`src/rtl/solution_capture_fifo.sv`:
```
// solution_capture_fifo: captures the corrected winning nonce from block_solver into a
// small FIFO for the SPI register file, and counts hash attempts.
//
// Optional feature macro: SOLUTION_CAPTURE_TIMESTAMP_EN
//   defined   -> each entry also stores a free-running 32-bit cycle stamp
//   undefined -> no stamp storage, rd_timestamp tied to 0
//
// Ports:
//   clk, rst_n        clock, asynchronous active-low reset
//   state_in[2:0]     solver state; bit 2 = solution found (level)
//   nonce_in[31:0]    solver current nonce
//   clear_job         flush pulse on new job (priority over capture/pop)
//   pop               discard head entry
//   rd_valid          FIFO not empty
//   rd_nonce          head entry nonce (nonce_in - NONCE_OFFSET at capture)
//   rd_timestamp      head entry cycle stamp (0 when the feature is off)
//   count             entries held
//   overflow          sticky: a capture was dropped while full
//   hash_count        saturating count of nonce changes since last clear
//   irq               rd_valid delayed one cycle
module solution_capture_fifo #(
  parameter int unsigned DEPTH        = 4,
  parameter int unsigned NONCE_OFFSET = 0,
  parameter int unsigned HASH_CNT_W   = 40
) (
  input  logic                      clk,
  input  logic                      rst_n,
  input  logic [2:0]                state_in,
  input  logic [31:0]               nonce_in,
  input  logic                      clear_job,
  input  logic                      pop,
  output logic                      rd_valid,
  output logic [31:0]               rd_nonce,
  output logic [31:0]               rd_timestamp,
  output logic [$clog2(DEPTH):0]    count,
  output logic                      overflow,
  output logic [HASH_CNT_W-1:0]     hash_count,
  output logic                      irq
);

  localparam int unsigned PTR_W = $clog2(DEPTH);
  localparam int unsigned CNT_W = PTR_W + 1;

  logic [31:0]       mem [DEPTH];
  logic [PTR_W-1:0]  wrPtr, rdPtr, wrPtrNext, rdPtrNext;
  logic [CNT_W-1:0]  countNext;
  logic              overflowNext;
  logic [HASH_CNT_W-1:0] hashNext;
  logic              flagPrev;
  logic [31:0]       noncePrev;
  logic              capture, isEmpty, isFull, pushOk, popOk, nonceChanged, headBypass;
  logic [31:0]       capNonce, headNonce;

  // Only the solution flag is consumed from the solver state bus.
  logic unusedStateBits;
  assign unusedStateBits = ^state_in[1:0];

  assign capture      = state_in[2] & ~flagPrev;
  assign isEmpty      = (count == '0);
  assign isFull       = (count == CNT_W'(DEPTH));
  // A pop while full frees the slot the simultaneous capture lands in.
  assign pushOk       = capture & ~clear_job & (~isFull | pop);
  assign popOk        = pop & ~clear_job & ~isEmpty;
  assign capNonce     = nonce_in - 32'(NONCE_OFFSET);
  assign nonceChanged = (nonce_in != noncePrev);

  // Next-state for pointers, occupancy, sticky flag and hash counter.
  always_comb begin
    wrPtrNext    = wrPtr;
    rdPtrNext    = rdPtr;
    countNext    = count;
    overflowNext = overflow;
    hashNext     = hash_count;
    if (clear_job) begin
      wrPtrNext    = '0;
      rdPtrNext    = '0;
      countNext    = '0;
      overflowNext = 1'b0;
      hashNext     = '0;
    end else begin
      if (pushOk) wrPtrNext = wrPtr + PTR_W'(1);
      if (popOk)  rdPtrNext = rdPtr + PTR_W'(1);
      countNext = count + CNT_W'(pushOk) - CNT_W'(popOk);
      if (capture && isFull && !pop) overflowNext = 1'b1;
      if (nonceChanged && (hash_count != '1)) hashNext = hash_count + HASH_CNT_W'(1);
    end
  end

  // New head is the entry being written this cycle when it lands at the next read slot.
  assign headBypass = pushOk && (wrPtr == rdPtrNext);
  assign headNonce  = headBypass ? capNonce : mem[rdPtrNext];

  // Storage array, no reset needed: entries are only read once written.
  always_ff @(posedge clk) begin
    if (pushOk) mem[wrPtr] <= capNonce;
  end

  // Control state and registered head outputs.
  always_ff @(posedge clk or negedge rst_n) begin
    if (!rst_n) begin
      flagPrev   <= 1'b0;
      noncePrev  <= '0;
      wrPtr      <= '0;
      rdPtr      <= '0;
      count      <= '0;
      overflow   <= 1'b0;
      hash_count <= '0;
      rd_valid   <= 1'b0;
      rd_nonce   <= '0;
      irq        <= 1'b0;
    end else begin
      flagPrev   <= state_in[2];
      noncePrev  <= nonce_in;
      wrPtr      <= wrPtrNext;
      rdPtr      <= rdPtrNext;
      count      <= countNext;
      overflow   <= overflowNext;
      hash_count <= hashNext;
      rd_valid   <= (countNext != '0);
      if (countNext != '0) rd_nonce <= headNonce;
      irq        <= rd_valid;
    end
  end

`ifdef SOLUTION_CAPTURE_TIMESTAMP_EN
  logic [31:0] tsMem [DEPTH];
  logic [31:0] cycleCnt, headTs;

  assign headTs = headBypass ? cycleCnt : tsMem[rdPtrNext];

  always_ff @(posedge clk) begin
    if (pushOk) tsMem[wrPtr] <= cycleCnt;
  end

  // Free-running stamp; only rst_n clears it so stamps stay comparable across jobs.
  always_ff @(posedge clk or negedge rst_n) begin
    if (!rst_n) begin
      cycleCnt     <= '0;
      rd_timestamp <= '0;
    end else begin
      cycleCnt <= cycleCnt + 32'd1;
      if (!clear_job && (countNext != '0)) rd_timestamp <= headTs;
    end
  end
`else
  assign rd_timestamp = '0;
`endif

endmodule

```
`config.mk`:
```
export PLATFORM = sky130hd
export DESIGN_NAME = solution_capture_fifo
export DESIGN_NICKNAME = d
export VERILOG_FILES = /design/src/rtl/solution_capture_fifo.sv
export SDC_FILE = /design/constraint.sdc
export NUM_CORES = 1
export LEC_CHECK = 0
export ABC_AREA = 0
export CORE_AREA = 2 2 121 170
export CTS_CLUSTER_SIZE = 10
export DETAILED_ROUTE_END_ITERATION = 12
export DIE_AREA = 0 0 123 172
export PLACE_DENSITY_LB_ADDON = 0.3
export SETUP_SLACK_MARGIN = 0.15
export SLEW_MARGIN = 25
export SYNTH_ARGS = -nofsm -noshare
export SYNTH_HDL_FRONTEND = slang
export SYNTH_SLANG_ARGS = --single-unit
export TNS_END_PERCENT = 1
```
`constraint.sdc`:
```
create_clock -name clk -period 3.7 [get_ports clk]
set_input_delay 1.11 -clock clk [delete_from_list [all_inputs] [get_ports clk]]
set_output_delay 1.11 -clock clk [all_outputs]
set_load 0.02 [all_outputs]
```
Fig. 1: metal layers overlaid
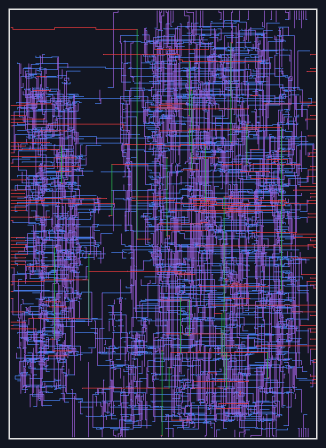
Key: red = M3 [wire length 1770 um]; purple = M2 [wire length 14000 um]; blue = M1 [wire length 10200 um]; green = M4 [wire length 611 um]
GR Util All Layers: 25.0%
vias post-DR: 7709
DR WL/cell: 20.1 um
drt total wl: 26500 um

Fig. 2: where the registers sit
Other sequential cells in the stronger grey, the rest of the logic in the fainter grey.
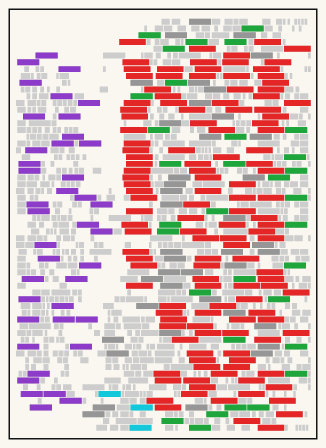
Key: purple = `hash_count` [sequential cells 40, where a vertical strip on the left]; cyan = `count` [sequential cells 3]; green = `rd_nonce` [sequential cells 32]; red = `mem` [sequential cells 128]
storage element area: 0.00672 mm2
fraction of area in registers: 50.4%
Layout Utilization: 67.8%

Fig. 3: pin map
Pins as bars across the die edge, other pins in grey.
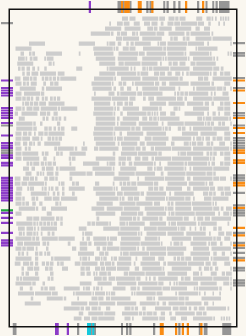
Key: cyan = `count` [pins 3, direction output, edge bottom]; orange = `rd_nonce` [pins 32, direction output, edge 17 right, 9 top, 6 bottom]; green = `clear_job` [pins 1, direction input, edge left]; purple = `hash_count` [pins 40, direction output, edge 36 left, 3 bottom, 1 top]
All pins by edge: 48 right, 41 left, 30 bottom, 30 top.
Die W: 123 um
I/O Buffers: 114
Die H: 172 um

Fig. 4: gate families picked out
Bar = 20 um.
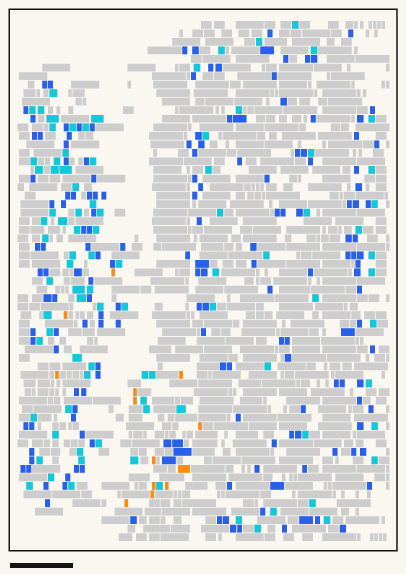
Key: cyan = and/or cells [cells 90, most used and2_1, where spread over the die]; orange = inv cells [cells 13, most used inv_1]; blue = aoi and oai cells [cells 168, most used a21oi_1, where spread over the die]
Finished Layout Cells: 1322
Top cell excl fill/tap: edfxtp_1
Comb/total area: 27.1%

[sequential cells by signal, summed over array words and instances, names as in the netlist]
signal and cells:
irq 1, rdPtr 2, hash_count 40, count 3, flagPrev 1, rd_valid 1, noncePrev 32, mem 128
overflow 1, rd_nonce 32, wrPtr 2
[cells by family after synthesis]
family | count (synthesis) | share of synthesized area [%]
and+or+nand+nor | 302 | 15.1
other | 1 | 0.0351
adders and majority gates | 8 | 1.01
muxes | 8 | 0.819
buffers and inverters | 99 | 5.55
xor gates and xnor gates | 36 | 2.95
AOI/OAI and AO/OA | 203 | 11.7
DFF | 243 | 62.9
[repair_timing]
item | in CTS | in global routing
setup buffers | 1 | 0
pin swaps | 2 | 5
gates cloned | 1 | 3
setup endpoints to repair | 32 | 32
gates resized | 4 | 16
==> results_dict.tcl <==
# metrics dict for downstream scripts
set metrics [dict create \
    rsz0062_at_grt "false" \
    met3_usage_pct 4.49 \
    synth_seq_share_pct 62.9 \
    status "completed" \
    cts.sinks 243 \
    synth.largest_area_cell "edfxtp_1" \
    worst-setup-path-type "input port to flop" \
    p_seq_share_pct 39.5 \
    r2r_start "count[1]" \
    end_kind "flop" \
    io_pins 149 \
    postLayoutCellArea_mm2 0.0133 \
    grt_antenna_before_repair 0 \
    yosys_warnings 0 \
    dp.final_hpwl_um 15400 \
    area_leaders "edfxtp_1, dfrtp_1, nand2_1" \
    vdd_ir_drop_max_mv 0.387 \
    top_power_group "sequential cells" \
    grt_pass1_vias 7718 \
    max_freq_mhz 297 \
    ys_chip_area_mm2 0.0107 \
    max_slew_margin_pct 53.3 \
    drc 0 \
    fin_crit_sh_pct 91.0 \
    cts_tree "built" \
    diodes 0 \
    nClkBuffers 50 \
    edf_count 128 \
    buffers 173 \
    n_all_inverters 13 \
]
